`config.mk`:
```
export PLATFORM = sky130hd
export DESIGN_NAME = mc_control_fsm
export DESIGN_NICKNAME = d
export VERILOG_FILES = /design/src/rtl/mc_control_fsm.sv
export SDC_FILE = /design/constraint.sdc
export NUM_CORES = 1
export LEC_CHECK = 0
export ABC_CLOCK_PERIOD_IN_PS = 3200
export CELL_PAD_IN_SITES_DETAIL_PLACEMENT = 0
export CELL_PAD_IN_SITES_GLOBAL_PLACEMENT = 1
export CORE_UTILIZATION = 28
export CTS_BUF_LIST = sky130_fd_sc_hd__clkbuf_4 sky130_fd_sc_hd__clkbuf_8
export CTS_CLUSTER_SIZE = 40
export DETAILED_ROUTE_END_ITERATION = 10
export PLACE_DENSITY_LB_ADDON = 0.1
export SLEW_MARGIN = 20
export SYNTH_ARGS = -nofsm -noshare
export SYNTH_HDL_FRONTEND = slang
export SYNTH_SLANG_ARGS = --single-unit
```
`constraint.sdc`:
```
create_clock -name clk -period 3.2 [get_ports clk]
set_input_delay 0.64 -clock clk [delete_from_list [all_inputs] [get_ports clk]]
set_output_delay 0.64 -clock clk [all_outputs]
set_load 0.005 [all_outputs]
```
`src/rtl/mc_control_fsm.sv`:
```
// Main control FSM for the multicycle datapath: one step per clock through
// fetch/decode/execute/memory/writeback, driving every datapath strobe.
module mc_control_fsm #(
  parameter int                    OPCODE_W = 4,
  parameter logic [OPCODE_W-1:0]   OP_RTYPE = 4'b0000,
  parameter logic [OPCODE_W-1:0]   OP_ADDI  = 4'b0001,
  parameter logic [OPCODE_W-1:0]   OP_LW    = 4'b0010,
  parameter logic [OPCODE_W-1:0]   OP_SW    = 4'b0011,
  parameter logic [OPCODE_W-1:0]   OP_BEQ   = 4'b0100,
  parameter logic [OPCODE_W-1:0]   OP_J     = 4'b0101,
  parameter logic [OPCODE_W-1:0]   OP_HALT  = 4'b1111
) (
  input  logic                clk,
  input  logic                rst,
  input  logic [OPCODE_W-1:0] opcode,
  input  logic                mem_ready,
  output logic                pc_write,
  output logic                pc_write_cond,
  output logic                branch_en,
  output logic                i_or_d,
  output logic                mem_read,
  output logic                mem_write,
  output logic                ir_write,
  output logic                mem_to_reg,
  output logic                reg_write,
  output logic                reg_dst,
  output logic                alu_src_a,
  output logic [1:0]          alu_src_b,
  output logic [1:0]          alu_op,
  output logic [1:0]          pc_source,
  output logic                halted,
  output logic [3:0]          state
);

  typedef enum logic [3:0] {
    S_IDLE     = 4'd0,
    S_FETCH    = 4'd1,
    S_DECODE   = 4'd2,
    S_MEM_ADDR = 4'd3,
    S_MEM_RD   = 4'd4,
    S_MEM_WB   = 4'd5,
    S_MEM_WR   = 4'd6,
    S_EXEC_R   = 4'd7,
    S_EXEC_I   = 4'd8,
    S_ALU_WB_R = 4'd9,
    S_ALU_WB_I = 4'd10,
    S_BRANCH   = 4'd11,
    S_JUMP     = 4'd12,
    S_HALT     = 4'd13
  } state_t;

  state_t cur, nxt;

  always_ff @(posedge clk or posedge rst) begin
    if (rst) cur <= S_IDLE;
    else     cur <= nxt;
  end

  assign state = cur;

  always_comb begin
    nxt = S_FETCH;
    case (cur)
      S_IDLE:   nxt = S_FETCH;
      S_FETCH:  nxt = mem_ready ? S_DECODE : S_FETCH;
      S_DECODE: begin
        if      (opcode == OP_RTYPE)                    nxt = S_EXEC_R;
        else if (opcode == OP_ADDI)                     nxt = S_EXEC_I;
        else if (opcode == OP_LW || opcode == OP_SW)    nxt = S_MEM_ADDR;
        else if (opcode == OP_BEQ)                      nxt = S_BRANCH;
        else if (opcode == OP_J)                        nxt = S_JUMP;
        else if (opcode == OP_HALT)                     nxt = S_HALT;
        else                                            nxt = S_FETCH;
      end
      // IR is stable, so re-sampling opcode gives the DECODE-time answer
      S_MEM_ADDR: nxt = (opcode == OP_SW) ? S_MEM_WR : S_MEM_RD;
      S_MEM_RD:   nxt = mem_ready ? S_MEM_WB : S_MEM_RD;
      S_MEM_WB:   nxt = S_FETCH;
      S_MEM_WR:   nxt = mem_ready ? S_FETCH : S_MEM_WR;
      S_EXEC_R:   nxt = S_ALU_WB_R;
      S_EXEC_I:   nxt = S_ALU_WB_I;
      S_ALU_WB_R: nxt = S_FETCH;
      S_ALU_WB_I: nxt = S_FETCH;
      S_BRANCH:   nxt = S_FETCH;
      S_JUMP:     nxt = S_FETCH;
      S_HALT:     nxt = S_HALT;
      default:    nxt = S_FETCH;
    endcase
  end

  always_comb begin
    pc_write      = 1'b0;
    pc_write_cond = 1'b0;
    branch_en     = 1'b0;
    i_or_d        = 1'b0;
    mem_read      = 1'b0;
    mem_write     = 1'b0;
    ir_write      = 1'b0;
    mem_to_reg    = 1'b0;
    reg_write     = 1'b0;
    reg_dst       = 1'b0;
    alu_src_a     = 1'b0;
    alu_src_b     = 2'b00;
    alu_op        = 2'b00;
    pc_source     = 2'b00;
    halted        = 1'b0;
    case (cur)
      S_FETCH: begin
        mem_read  = 1'b1;
        alu_src_b = 2'b01;
        // IR load and PC+1 commit only in the cycle the fetch completes
        ir_write  = mem_ready;
        pc_write  = mem_ready;
      end
      S_DECODE:   alu_src_b = 2'b11;
      S_MEM_ADDR: begin
        alu_src_a = 1'b1;
        alu_src_b = 2'b10;
      end
      S_MEM_RD: begin
        mem_read = 1'b1;
        i_or_d   = 1'b1;
      end
      S_MEM_WB: begin
        reg_write  = 1'b1;
        mem_to_reg = 1'b1;
      end
      S_MEM_WR: begin
        mem_write = 1'b1;
        i_or_d    = 1'b1;
      end
      S_EXEC_R: begin
        alu_src_a = 1'b1;
        alu_op    = 2'b10;
      end
      S_EXEC_I: begin
        alu_src_a = 1'b1;
        alu_src_b = 2'b10;
      end
      S_ALU_WB_R: begin
        reg_write = 1'b1;
        reg_dst   = 1'b1;
      end
      S_ALU_WB_I: reg_write = 1'b1;
      S_BRANCH: begin
        alu_src_a     = 1'b1;
        alu_op        = 2'b01;
        pc_write_cond = 1'b1;
        branch_en     = 1'b1;
        pc_source     = 2'b01;
      end
      S_JUMP: begin
        pc_write  = 1'b1;
        pc_source = 2'b10;
      end
      S_HALT:  halted = 1'b1;
      default: ;
    endcase
  end

endmodule

```
Figure 1. Metal 3.
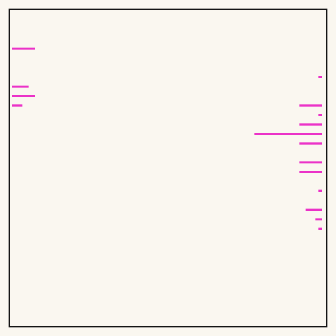
- main direction: horizontal
- wire length on this layer: 37.3 microns
- nets with wire on the layer: 16
- longest straight run: 9.40 microns
- share of all routed wire: 2.8%
Global Route met3 Usage: 0.0240
drt total wl: 1.31 mm
Vias: 604

Figure 2. Ports around the boundary.
Pins as bars across the die edge, other pins in grey.
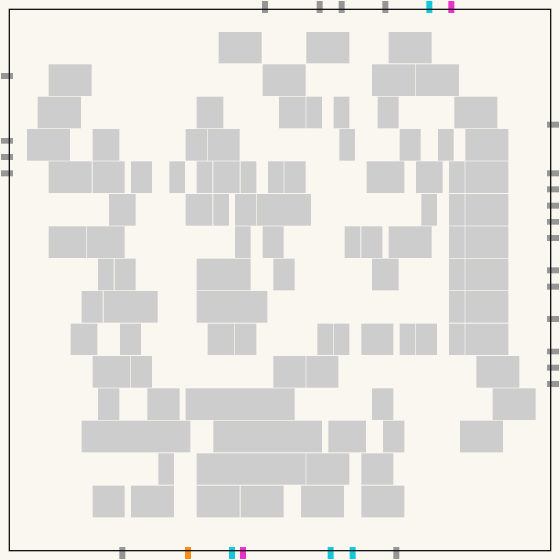
- orange: `rst` (pins 1; direction input; edge bottom)
- magenta: `alu_src_b` (pins 2; direction output; edge 1 top, 1 bottom)
- cyan: `state` (pins 4; direction output; edge 3 bottom, 1 top)
chip height: 45.3 microns
Die Wd: 45.3 microns
port bufs: 28

Figure 3. Placement density heat map.
The die is cut into 9 by 9 equal tiles; white is low, dark blue is high, 0 to 100% covered.
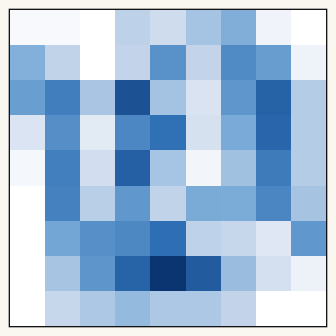
- fullest tile: 98%
- emptiest ninth of the die: lower right
- mean over tiles: 38%
- nearly empty tiles: 11%
final core utilization: 0.463
core footprint: 1750 sq um
fp_density: 0.301

==> changes_impl.md <==
### Metrics

- Final min period: ~2600 ps
- Mapped Avg Cell Area: 6.91 sq um
- Reg-to-Reg End: state[1]$_DFF_PP0_
- Pre-antenna DRT Iters: 2
- Drt drc: 0
- Post-synth top area cell: dfrtp_1
- Reg2reg path depth: 4
- Synth unique cells: 30
- Count of cells resized by post-cts repair: 0
- Max Freq: just under 0.4 GHz
- Place WS: 651 ps
- Final hold violations: 0
- Unrepaired setup endpoints after global routing: no
- Outcome: finished clean
- Netlist Area Pre-Place: around 530 sq um
- Reg-to-Reg Start: state[1]$_DFF_PP0_
- Max stage delay on crit path: approximately 570 ps
- Sequential element share of the synthesized area: 0.190
- Grt total ovfl: 0
- Vias per cell: 4.83
- Placed insts: 122
- Setup bufs post-CTS: 0
- First-pass GRT wire length: 2.12 mm
- Clock slew at reported path FFs: around 40 ps
- CTS Hold Bufs: 0
- CP Max Fanout: 6
- CTS tree: built
- Worst min-delay path class: primary input to async pin
- Synthesis area per yosys: 526 sq um
- Tool warning count: 26
- Slew margin rel.: 0.674
- HPWL Detailed: roughly 1000 microns
- Critical Path, Cell by Cell: clkdlybuf4s50_1, a31oi_1, nor2_1, clkdlybuf4s50_1
- Period utilisation layout: 0.797
- Worst path top cell family by delay: buffers and inverters
- Clk Latency, worst-skew pair: 230 ps
- Slowest library cell on the worst path: clkdlybuf4s50_1
through the flow:
stage | total power, W | hold WS (ps)
finish | 0.000626 | 593
global route | 0.000681 | 609
CTS | 0.000634 | 585
detailed placement | 0.000569 | 751
global placement | 0.000573 | 744
floorplan | 0.000369 | 406
power breakdown:
group / switching [W] / internal (W) / total [W]
clock: 0.0000197 / 0.0000419 / 0.0000615
sequential: 0.0000701 / 0.0000690 / 0.000139
combinational: 0.000177 / 0.000249 / 0.000425
cell families after synthesis:
logic type,count (synthesis),share of synthesized area
and+or+nand+nor,37,0.355
AOI/OAI and AO/OA,21,0.271
DFF,4,0.190
buffers and inverters,11,0.133
xor gates and xnor gates,3,0.0500
worst max-delay path by stage:
stage               endpoint  slack (ps)  cells past startpoint                from
CTS                 pc_write         650                      4           mem_ready
global placement    pc_write         670                      4           mem_ready
detailed placement  pc_write         650                      4           mem_ready
floorplan           pc_write        1550                      4  state[3]$_DFF_PP0_
finish              pc_write         650                      4           mem_ready
global route        ir_write         580                      4  state[0]$_DFF_PP0_
cells in the final DEF (no fill, tap or decap), drive strengths merged, types with 3 or more instances in the layout:
cell	count
nand2	8
nor3	6
clkdlybuf4s50	28
a211oi	3
nor2	12
dfrtp	4
o21ai	6
clkbuf	3
a21oi	5
inv	3
final cells by class:
| cell class | count | share of cell area |
|---|---|---|
| tap | 25 | 0.0387 |
| inverter | 3 | 0.0139 |
| multi-input combinational | 61 | 0.440 |
| timing repair buffer | 29 | 0.356 |
| clock buffer | 3 | 0.0279 |
| sequential | 4 | 0.124 |
routing by layer:
metal	part of all wire	GRT usage	vias up
met4	0	0.0545	0
li1	-	-	320
met5	0	0	-
met1	0.49	0.180	268
met2	0.48	0.241	16
met3	0.028	0.0240	0
Power is estimated from default activity; no workload was simulated.
